## config.mk

```make
export PLATFORM = sky130hd
export DESIGN_NAME = vga_timing_gen
export DESIGN_NICKNAME = d
export VERILOG_FILES = /design/src/rtl/vga_timing_gen.sv
export SDC_FILE = /design/constraint.sdc
export NUM_CORES = 1
export LEC_CHECK = 0
export CORE_MARGIN = 2
export CORE_UTILIZATION = 45
export CTS_CLUSTER_SIZE = 40
export DETAILED_ROUTE_END_ITERATION = 10
export DONT_BUFFER_PORTS = 1
export SLEW_MARGIN = 40
export SYNTH_ARGS = -nofsm -noshare
export SYNTH_HDL_FRONTEND = slang
export SYNTH_SLANG_ARGS = --single-unit
```

## constraint.sdc

```tcl
create_clock -name clk -period 3.76 [get_ports clk]
set_clock_uncertainty 0.15 [all_clocks]
set_input_delay 0.752 -clock clk [delete_from_list [all_inputs] [get_ports clk]]
set_output_delay 0.752 -clock clk [all_outputs]
set_load 0.05 [all_outputs]
```

## src/rtl/vga_timing_gen.sv

```systemverilog
// rtl/vga_timing_gen.sv - parametrised VGA timing generator with registered DAC outputs
// Optional feature macro: VGA_TEST_PATTERN_EN (built-in test patterns selected by pat_sel_i)
module vga_timing_gen #(
    parameter int HD     = 1280,
    parameter int HF     = 48,
    parameter int HR     = 112,
    parameter int HB     = 248,
    parameter int VD     = 1024,
    parameter int VF     = 1,
    parameter int VR     = 3,
    parameter int VB     = 38,
    parameter bit HS_POL = 1'b1,
    parameter bit VS_POL = 1'b1,
    parameter int CW     = 4,
    parameter int HW     = 11,
    parameter int VW     = 11
) (
    input  logic            clk,
    input  logic            arstn,
    input  logic            ce,
    input  logic [3*CW-1:0] pix_rgb_i,
    input  logic [1:0]      pat_sel_i,
    output logic            VGA_HS,
    output logic            VGA_VS,
    output logic [3*CW-1:0] RGB,
    output logic            pixel_enable,
    output logic [HW-1:0]   hcount,
    output logic [VW-1:0]   vcount,
    output logic            line_start,
    output logic            frame_start
);

    // Region boundaries at counter width so every compare is unsigned and width-matched
    localparam logic [HW-1:0] H_MAX      = HW'(HD + HF + HR + HB - 1);
    localparam logic [HW-1:0] H_DE_END   = HW'(HD);
    localparam logic [HW-1:0] H_SYNC_BEG = HW'(HD + HF);
    localparam logic [HW-1:0] H_SYNC_END = HW'(HD + HF + HR);
    localparam logic [VW-1:0] V_MAX      = VW'(VD + VF + VR + VB - 1);
    localparam logic [VW-1:0] V_DE_END   = VW'(VD);
    localparam logic [VW-1:0] V_SYNC_BEG = VW'(VD + VF);
    localparam logic [VW-1:0] V_SYNC_END = VW'(VD + VF + VR);

    logic            de;
    logic            hs_next;
    logic            vs_next;
    logic            ls_next;
    logic            fs_next;
    logic [3*CW-1:0] pixel;

`ifdef VGA_TEST_PATTERN_EN
    logic [2:0]    bar_idx;
    logic [CW-1:0] ramp;

    // Pixel source mux: pass-through or one of the generated patterns
    always_comb begin
        bar_idx = 3'((32'(hcount) * 32'd8) / 32'(HD));
        ramp    = CW'(hcount >> 4);
        pixel   = pix_rgb_i;
        case (pat_sel_i)
            2'd0: pixel = pix_rgb_i;
            2'd1: pixel = {{CW{bar_idx[2]}}, {CW{bar_idx[1]}}, {CW{bar_idx[0]}}};
            2'd2: pixel = (1'(hcount >> 5) ^ 1'(vcount >> 5)) ? {3*CW{1'b1}} : {3*CW{1'b0}};
            default: pixel = {ramp, ramp, ramp};
        endcase
    end
`else
    logic unused_pat_sel;

    // Without patterns the caller's pixel goes straight to the output register
    always_comb begin
        pixel          = pix_rgb_i;
        unused_pat_sel = ^pat_sel_i;
    end
`endif

    // Decode sync, enable and strobes from the current counter position
    always_comb begin
        de      = (hcount < H_DE_END) && (vcount < V_DE_END);
        hs_next = ((hcount >= H_SYNC_BEG) && (hcount < H_SYNC_END)) ? HS_POL : ~HS_POL;
        vs_next = ((vcount >= V_SYNC_BEG) && (vcount < V_SYNC_END)) ? VS_POL : ~VS_POL;
        ls_next = (hcount == '0) && (vcount < V_DE_END);
        fs_next = (hcount == '0) && (vcount == '0);
    end

    // Horizontal/vertical position counters, advancing only on clock-enable
    always_ff @(posedge clk or negedge arstn) begin
        if (!arstn) begin
            hcount <= '0;
            vcount <= '0;
        end else if (ce) begin
            if (hcount == H_MAX) begin
                hcount <= '0;
                vcount <= (vcount == V_MAX) ? '0 : vcount + 1'b1;
            end else begin
                hcount <= hcount + 1'b1;
            end
        end
    end

    // Pin registers: all outputs launch together, one ce-cycle behind the counters
    always_ff @(posedge clk or negedge arstn) begin
        if (!arstn) begin
            VGA_HS       <= ~HS_POL;
            VGA_VS       <= ~VS_POL;
            RGB          <= '0;
            pixel_enable <= 1'b0;
            line_start   <= 1'b0;
            frame_start  <= 1'b0;
        end else if (ce) begin
            VGA_HS       <= hs_next;
            VGA_VS       <= vs_next;
            RGB          <= de ? pixel : '0;
            pixel_enable <= de;
            line_start   <= ls_next;
            frame_start  <= fs_next;
        end
    end

endmodule

```

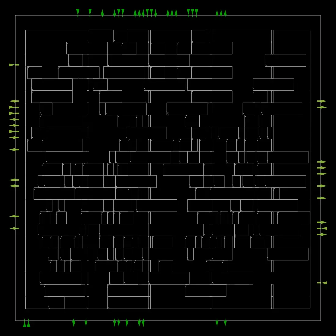
Figure 1: placement view.
flop share of the area: 47.45%
row cnt: 23
seq_cells: 39

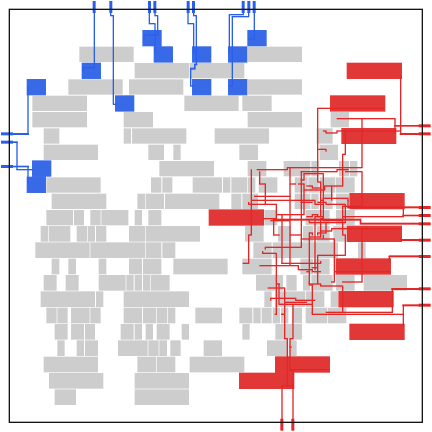
Figure 2: nets reached from selected ports.
Scale: 6 px per um.
Key: blue = pix_rgb_i [direction input, edge 9 top, 3 left, end cells 12, buffers 0, wire 120 um]; red = hcount [direction output, edge 9 right, 2 bottom, end cells 11, buffers 0, wire 619 um]

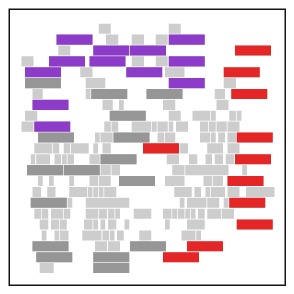
Figure 3: where the registers sit.
Scale: 4 px per um. Other sequential cells in the stronger grey, the rest of the logic in the fainter grey.
Key: purple = RGB [placed flops 12]; red = hcount [placed flops 11]
Another 16 sequential cells are not coloured.

==> changes_impl.md <==
### Implementation results

- Post-synthesis cell area: 1878 um2
- Commonest cells in the netlist: 39 x dfrtp_1, 12 x a22o_1, 11 x inv_1, 11 x nand2_1
- Area leader, netlist: dfrtp_1
- Flop pwr share: 56.2%
- CP Depth: 5
- Chip Area: ~4700 um2
- Met3 GRT Util: 7.792%
- Fraction of area in non-clock buffers: ~1.7%
- Yosys reg bits: 39
- Psw: ~0.42 mW
- CTS tree: yes
- Worst-path clk slew: 0.08 ns
- M1 WL: around 1700 um
- Post-Synth XOR/XNOR Area: 5.130%
- FF-to-FF Start: hcount[0]
- Fillers: 374
- Cells in synth_stat.txt: 174
- Syn Inst Count: around 170
- Insertion Delay late pin: between 0.2 and 0.3 ns
- ANT cells: 0
- Drt first pass iters: 5
- Hold slack: 0.1333 ns
- Top Layout Cells: 39 x dfrtp_1, 12 x a22o_1, 11 x inv_1, 11 x nand2_1
- Number of flip-flops under the largest register name: 12
- Tightest Hold Check Type: in -> async
- Die Y: around 69 um
- Cell with the most instances after synthesis: dfrtp_1
- Crit-path max FO: 5
- CP delay by family, top: simple AND/OR/NAND/NOR gates
- Fraction of registers with async set/reset: 100.0%
- GR Layer Usage met2: between 30% and 40%
- Metal3 WL: between 200 and 300 um
- Comb area: 805.8 um2
- Clock root cell: clkbuf_8
- Final #Nets: 198
- Die width: around 69 um
- Clock Buffer Count: 6
- Worst R2R End: vcount[7]
- CP Buf/Inv Count: 0
- Syn_area_per_cell: between 10 and 15 um2
- Hold buffer count at cts: 1
- Logic share of the area: 39.17%
- Setup violations, final: 0
- Outcome: completed
- CP cell instances: ha_1 > nand4_1 > or4b_4 > nor4_2 > xor2_1
- Post-synth EDFFs: 0
- Crit path DRT: roughly 3.8 ns
- Clock network power: a little over 0.4 mW
- Final Instance Count excl. Fillers: around 230
- Overflow after GRT: 0
- GRT Overall Usage: between 10% and 20%
- Post-layout period usage: between 60% and 70%
- Largest net degree at the start of global routing: 40
- Pwr dens: slightly below 600 nW/um2
- RSZ-0062 raised after global routing: false
- DRC Markers: 0
- Crit Path Class: reg -> reg
- First-pass GRT wire length: around 6300 um
- Count of tool warnings: 31
- Seq/Total Area, Yosys: between 50% and 60%
- Pins over their slew limit: 0
- Fin. Hold Viols: 0
- Aoi share: 13.19%
- Post-CTS Resized: 0
- Internal power: 0.7775 mW
- Vias in the first global route: 1378
- CP Launch Point: hcount[0]
- Floorplan Nets: 196
- Clock power frac: between 30 and 40%
- Final min period: between 2 and 3 ns
- Final Power: 1.193 mW
- Largest reg by FF count: RGB
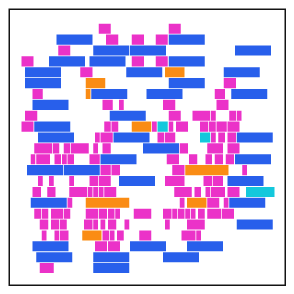
Figure 4: placement by cell class.
Scale: 4 px per um.
Key: blue = registers [cells 39, share of their area 49%]; magenta = remaining logic cells [cells 127, share of their area 43%]; orange = clock drivers and dummy loads [cells 8, share of their area 6.7%]; cyan = remaining buffers and delay cells [cells 3, share of their area 1.8%]

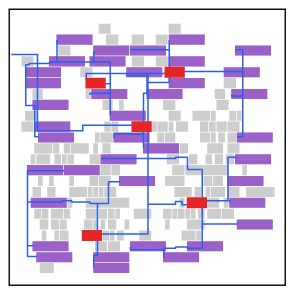
Figure 5: routed clock nets over the placement.
Scale: 4 px per um.
Key: red = clock-net drivers [count 5]; purple = flip-flops [count 39]; blue = clock wires [length 498 um]
Position of the flops: all over the die. There are 6 routed clock nets.

Power and IR drop assume default switching activity.
